### src/rtl/ep_prbs_gen_check.sv
// PRBS7/15/23/31 word generator and self-synchronising checker for SerDes link debug.
// Checker locks on a clean run of words, then counts bit errors against a free-running predictor.
module ep_prbs_gen_check #(
    parameter int unsigned g_data_width       = 16,
    parameter int unsigned g_counter_width    = 32,
    parameter int unsigned g_lock_threshold   = 32,
    parameter int unsigned g_unlock_threshold = 4
) (
    input  logic                       clk_sys_i,
    input  logic                       rst_sys_i,
    input  logic [1:0]                 poly_sel_i,
    input  logic                       tx_en_i,
    input  logic                       tx_inject_i,
    output logic [g_data_width-1:0]    tx_data_o,
    output logic                       tx_valid_o,
    input  logic [g_data_width-1:0]    rx_data_i,
    input  logic                       rx_valid_i,
    input  logic                       check_en_i,
    input  logic                       clear_i,
    input  logic                       latch_i,
    output logic                       lock_o,
    output logic                       rx_err_o,
    output logic [g_counter_width-1:0] err_count_o,
    output logic                       err_sat_o
);

    localparam int unsigned W  = g_data_width;
    localparam int unsigned C  = g_counter_width;
    localparam int unsigned PW = $clog2(W + 1);
    localparam int unsigned GW = $clog2(g_lock_threshold + 1);
    localparam int unsigned BW = $clog2(g_unlock_threshold + 1);
    localparam int unsigned SW = ((C > PW) ? C : PW) + 1;
    localparam logic [SW-1:0] CntMax = {{(SW - C){1'b0}}, {C{1'b1}}};

    typedef enum logic [1:0] {StIdle, StSeek, StLocked} state_e;

    function automatic logic fb_bit(input logic [30:0] s, input logic [1:0] p);
        case (p)
            2'd0:    return s[6] ^ s[5];
            2'd1:    return s[14] ^ s[13];
            2'd2:    return s[22] ^ s[17];
            default: return s[30] ^ s[27];
        endcase
    endfunction

    // Next W bits of the sequence, first bit in the MSB.
    function automatic logic [W-1:0] prbs_word(input logic [30:0] s, input logic [1:0] p);
        logic [30:0]  st;
        logic [W-1:0] wd;
        st = s;
        wd = '0;
        for (int i = 0; i < W; i++) begin
            wd[W-1-i] = fb_bit(st, p);
            st        = {st[29:0], wd[W-1-i]};
        end
        return wd;
    endfunction

    function automatic logic [30:0] shift_in(input logic [30:0] s, input logic [W-1:0] wd);
        logic [30:0] st;
        st = s;
        for (int i = 0; i < W; i++) begin
            st = {st[29:0], wd[W-1-i]};
        end
        return st;
    endfunction

    logic [30:0]   lfsr_q;
    logic [1:0]    poly_q;
    logic          poly_chg;
    logic [W-1:0]  gen_word;

    assign poly_chg = (poly_sel_i != poly_q);
    assign gen_word = prbs_word(lfsr_q, poly_q);

    always_ff @(posedge clk_sys_i or posedge rst_sys_i) begin
        if (rst_sys_i) begin
            lfsr_q     <= '1;
            poly_q     <= 2'd0;
            tx_data_o  <= '0;
            tx_valid_o <= 1'b0;
        end else if (poly_chg) begin
            lfsr_q     <= '1;
            poly_q     <= poly_sel_i;
            tx_data_o  <= '0;
            tx_valid_o <= 1'b0;
        end else if (tx_en_i) begin
            lfsr_q     <= shift_in(lfsr_q, gen_word);
            tx_data_o  <= gen_word ^ W'(tx_inject_i);
            tx_valid_o <= 1'b1;
        end else begin
            tx_data_o  <= '0;
            tx_valid_o <= 1'b0;
        end
    end

    state_e        state_q, state_d;
    logic [30:0]   hist_q, hist_d, hist_nxt;
    logic [30:0]   pred_q, pred_d;
    logic [GW-1:0] good_q, good_d;
    logic [BW-1:0] bad_q, bad_d;
    logic [C-1:0]  live_q, live_d;
    logic          sat_q, sat_d;
    logic [W-1:0]  hist_word, pred_word, diff;
    logic [PW-1:0] pc;
    logic          mismatch, err_pulse;
    logic [SW-1:0] sum;

    assign hist_word = prbs_word(hist_q, poly_q);
    assign pred_word = prbs_word(pred_q, poly_q);
    assign hist_nxt  = shift_in(hist_q, rx_data_i);
    assign diff      = rx_data_i ^ ((state_q == StLocked) ? pred_word : hist_word);
    assign mismatch  = |diff;

    always_comb begin
        pc = '0;
        for (int i = 0; i < W; i++) begin
            pc = pc + PW'(diff[i]);
        end
    end

    always_comb begin
        state_d   = state_q;
        hist_d    = hist_q;
        pred_d    = pred_q;
        good_d    = good_q;
        bad_d     = bad_q;
        err_pulse = 1'b0;
        if (!check_en_i) begin
            state_d = StIdle;
        end else if (poly_chg || state_q == StIdle) begin
            state_d = StSeek;
            good_d  = '0;
        end else if (rx_valid_i) begin
            hist_d = hist_nxt;
            if (state_q == StSeek) begin
                if (mismatch) begin
                    good_d = '0;
                end else begin
                    good_d = good_q + GW'(1);
                    if (good_d == GW'(g_lock_threshold)) begin
                        // Predictor takes over from the history that just matched.
                        state_d = StLocked;
                        pred_d  = hist_nxt;
                        bad_d   = '0;
                    end
                end
            end else begin
                pred_d = shift_in(pred_q, pred_word);
                if (mismatch) begin
                    err_pulse = 1'b1;
                    bad_d     = bad_q + BW'(1);
                    if (bad_d == BW'(g_unlock_threshold)) begin
                        state_d = StSeek;
                        good_d  = '0;
                    end
                end else begin
                    bad_d = '0;
                end
            end
        end
    end

    assign sum = SW'(live_q) + SW'(pc);

    always_comb begin
        live_d = live_q;
        sat_d  = sat_q;
        if (clear_i) begin
            live_d = '0;
            sat_d  = 1'b0;
        end else if (err_pulse) begin
            if (sum > CntMax) begin
                live_d = '1;
                sat_d  = 1'b1;
            end else begin
                live_d = sum[C-1:0];
            end
        end
    end

    always_ff @(posedge clk_sys_i or posedge rst_sys_i) begin
        if (rst_sys_i) begin
            state_q     <= StIdle;
            hist_q      <= '0;
            pred_q      <= '0;
            good_q      <= '0;
            bad_q       <= '0;
            live_q      <= '0;
            sat_q       <= 1'b0;
            lock_o      <= 1'b0;
            rx_err_o    <= 1'b0;
            err_count_o <= '0;
            err_sat_o   <= 1'b0;
        end else begin
            state_q   <= state_d;
            hist_q    <= hist_d;
            pred_q    <= pred_d;
            good_q    <= good_d;
            bad_q     <= bad_d;
            live_q    <= live_d;
            sat_q     <= sat_d;
            lock_o    <= (state_d == StLocked);
            rx_err_o  <= err_pulse;
            err_sat_o <= sat_d;
            if (latch_i) begin
                err_count_o <= live_q;
            end
        end
    end

endmodule

### config.mk
export PLATFORM = sky130hd
export DESIGN_NAME = ep_prbs_gen_check
export DESIGN_NICKNAME = d
export VERILOG_FILES = /design/src/rtl/ep_prbs_gen_check.sv
export SDC_FILE = /design/constraint.sdc
export NUM_CORES = 1
export LEC_CHECK = 0
export CORE_ASPECT_RATIO = 0.7
export CORE_UTILIZATION = 55
export CTS_BUF_LIST = sky130_fd_sc_hd__clkbuf_4
export DETAILED_ROUTE_END_ITERATION = 10
export PLACE_DENSITY = 0.79
export SLEW_MARGIN = 10
export SYNTH_ARGS = -nofsm -noshare
export SYNTH_HDL_FRONTEND = slang
export SYNTH_SLANG_ARGS = --single-unit
### constraint.sdc
create_clock -name clk_sys_i -period 8.71 [get_ports clk_sys_i]
set_input_delay 1.3065 -clock clk_sys_i [delete_from_list [all_inputs] [get_ports clk_sys_i]]
set_output_delay 1.3065 -clock clk_sys_i [all_outputs]
set_load 0.1 [all_outputs]
==> results.yml, run 1 <==
# yosys + openroad results
clock_network:
  path_clk_slew_ns: 0.16
  cts.repair.resized: 0
  worstSkewPairLatency_ns: 0.64
  hold_buffers: 0
synth:
  synth-compound-area-share_pct: 13.46
  syn-cell-area_um2: 12890
  synthDominantAreaCellType: "sky130_fd_sc_hd__dfrtp_1"
  synth-adder-area-share_pct: 2.931
  synth.comb.largest_family: "multiplexers"
power_and_ir_drop:
  combPwrFrac_pct: 58.2
  power_report.internal_total_uw: 2230
  sw_frac_of_total_pct: 45.68
  p_total_uw: 4106
  power.largest_group: "combinational logic"
  power.density_cell_area_nw_per_um2: 294.7
  power_frac_clock_pct: 11.8
grt:
  grt_first_pass_wirelength_um: 53240
  grt_antenna_before_repair: 1
  first_global_vias: 9331
final_layout:
  fin_cells: 1614
  layout.buffer.nonclock.area_share_pct: 6.879
  n_multi_input_combinational_cell: 926
  area_delta_synth_final_pct: 8.086
  final_layout_top_logic_cells: "158 x sky130_fd_sc_hd__dfrtp_1, 152 x sky130_fd_sc_hd__nand2_1, 94 x sky130_fd_sc_hd__xnor2_1, 89 x sky130_fd_sc_hd__xor2_1, 77 x sky130_fd_sc_hd__clkdlybuf4s50_1"
  largest_registers: "err_count_o x32, live_q x32"
  clock_tree_area_fraction_pct: 1.949
  ff_latch_area_um2: 4795
final_timing:
  finalClockPeriodUsage_pct: 91.83
  max_clk_rate_mhz: 125.0
  fin_hold_ws_ns: 0.5272
worst_setup_path:
  crit_path_top_delay_cell: "sky130_fd_sc_hd__dfrtp_2"
  critical_path_class: "register to register"
  worst_setup_path_endpoint: "live_q[11]"
  path_delay_family: "adder cells"
  cp_data_arrival_time_ns: 8.55
  cp_data_required_time_ns: 9.26
drt:
  vias_per_cell: 6.086
  drc: 2
  met3_length_um: 3369
  drt-total-wl_um: 33680
  route.detailed.wl_per_inst_um: 20.87
  met2RoutedLength_um: 14100
  vias: 9823
outcome:
  status: "finished with violations"
  violations: "design-rule violations"
floorplanning:
  die.size.x_um: 185.0
  floorplan.core_util_pct: 56.55
min_path:
  worstHoldPathCells: 1
  hold_path.class: "register to register"
place:
  dpl.cell_count: 1580
  dpl-instance-area_um2: 13660
### Sequential cells grouped by signal name, run 1

Drawn at 2 px/um. Other sequential cells in the stronger gray, the rest of the logic in the fainter gray.
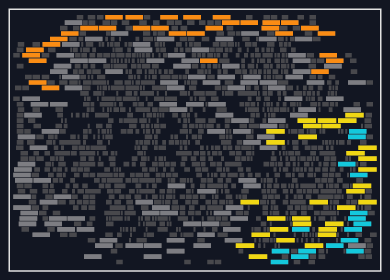
- tx_data_o: cyan (placed flops 16; where south-east)
- err_count_o: orange (placed flops 32; where a band across the top)
- lfsr_q: yellow (placed flops 31)
- not colored: 111

### Metal 3, run 1

Drawn at 1.5 px/um. Cells faint in the background.
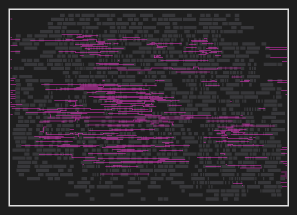
- main direction: horizontal
- nets with wire on the layer: 190
- wire length on this layer: 3,370 um
- share of all routed wire: 10%

### Cell placement, run 1

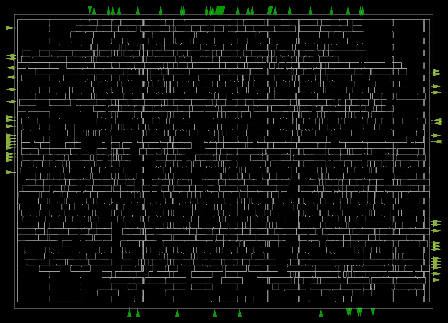
row count: 46
Flops: 190
core area: 22,790 um2
final design utilization: 61.13%
sequential cell area share: 34.41%

### Placement by cell class, run 1

Drawn at 2 px/um.
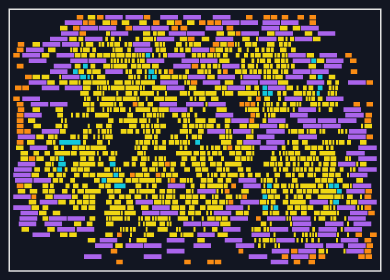

==> inputs of run 2 (changes only) <==
- CAP_MARGIN: default -> 20
- CTS_CLUSTER_SIZE: default -> 24
- DONT_BUFFER_PORTS: default -> 1
- PLACE_DENSITY: 0.79 -> 0.74
### Placement by cell class, run 2

Drawn at 2 px/um.
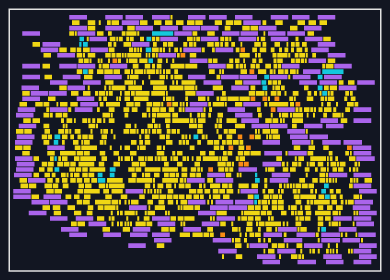
- all other logic: yellow (cells 976; share of their area 59%)
- other buffers and delay cells: orange (cells 19; share of their area 1.1%)
- clock drivers and dummy loads: cyan (cells 32; share of their area 2.2%)
- flops: purple (cells 190; share of their area 38%)

==> results.yml, run 2 <==
# yosys + openroad results
power_and_ir_drop:
  sw_frac_of_total_pct: 46.05
  power_frac_clock_pct: 12.1
  power.largest_group: "combinational logic"
  power.density_cell_area_nw_per_um2: 316.6
  p_total_uw: 4155
  power_report.internal_total_uw: 2241
  combPwrFrac_pct: 57.3
final_layout:
  seq_area_share_pct: 36.54
  ff_latch_area_um2: 4795
  layout.buffer.nonclock.area_share_pct: 1.087
  final_layout_top_logic_cells: "158 x sky130_fd_sc_hd__dfrtp_1, 152 x sky130_fd_sc_hd__nand2_1, 94 x sky130_fd_sc_hd__xnor2_1, 89 x sky130_fd_sc_hd__xor2_1, 71 x sky130_fd_sc_hd__mux2_2"
  area_delta_synth_final_pct: 1.796
  clock_tree_area_fraction_pct: 2.126
  fin_util_pct: 57.57
  fin_cells: 1530
synth:
  synthDominantAreaCellType: "sky130_fd_sc_hd__dfrtp_1"
  synth.comb.largest_family: "multiplexers"
  synth-adder-area-share_pct: 2.931
worst_setup_path:
  cp_data_arrival_time_ns: 8.76
  path_delay_family: "adder cells"
  crit_path_top_delay_cell: "sky130_fd_sc_hd__and4_1"
  critical_path_class: "register to register"
outcome:
  status: "finished, final reports clean"
drt:
  vias: 9580
  met2RoutedLength_um: 13860
  met3_length_um: 3733
  drt-total-wl_um: 33960
  drc: 0
  vias_per_cell: 6.261
  route.detailed.wl_per_inst_um: 22.20
min_path:
  worstHoldPathCells: 1
  hold_path.class: "register to register"
final_timing:
  fin_hold_ws_ns: 0.5308
  finalClockPeriodUsage_pct: 93.98
  max_clk_rate_mhz: 122.2
grt:
  first_global_vias: 9073
  grt_first_pass_wirelength_um: 53100
  grt_antenna_before_repair: 2
floorplanning:
  floorplan.core_area_um2: 22790
  floorplan.core_util_pct: 56.55
  die.size.x_um: 185.0
  row_count: 46
clock_network:
  cts.repair.resized: 0
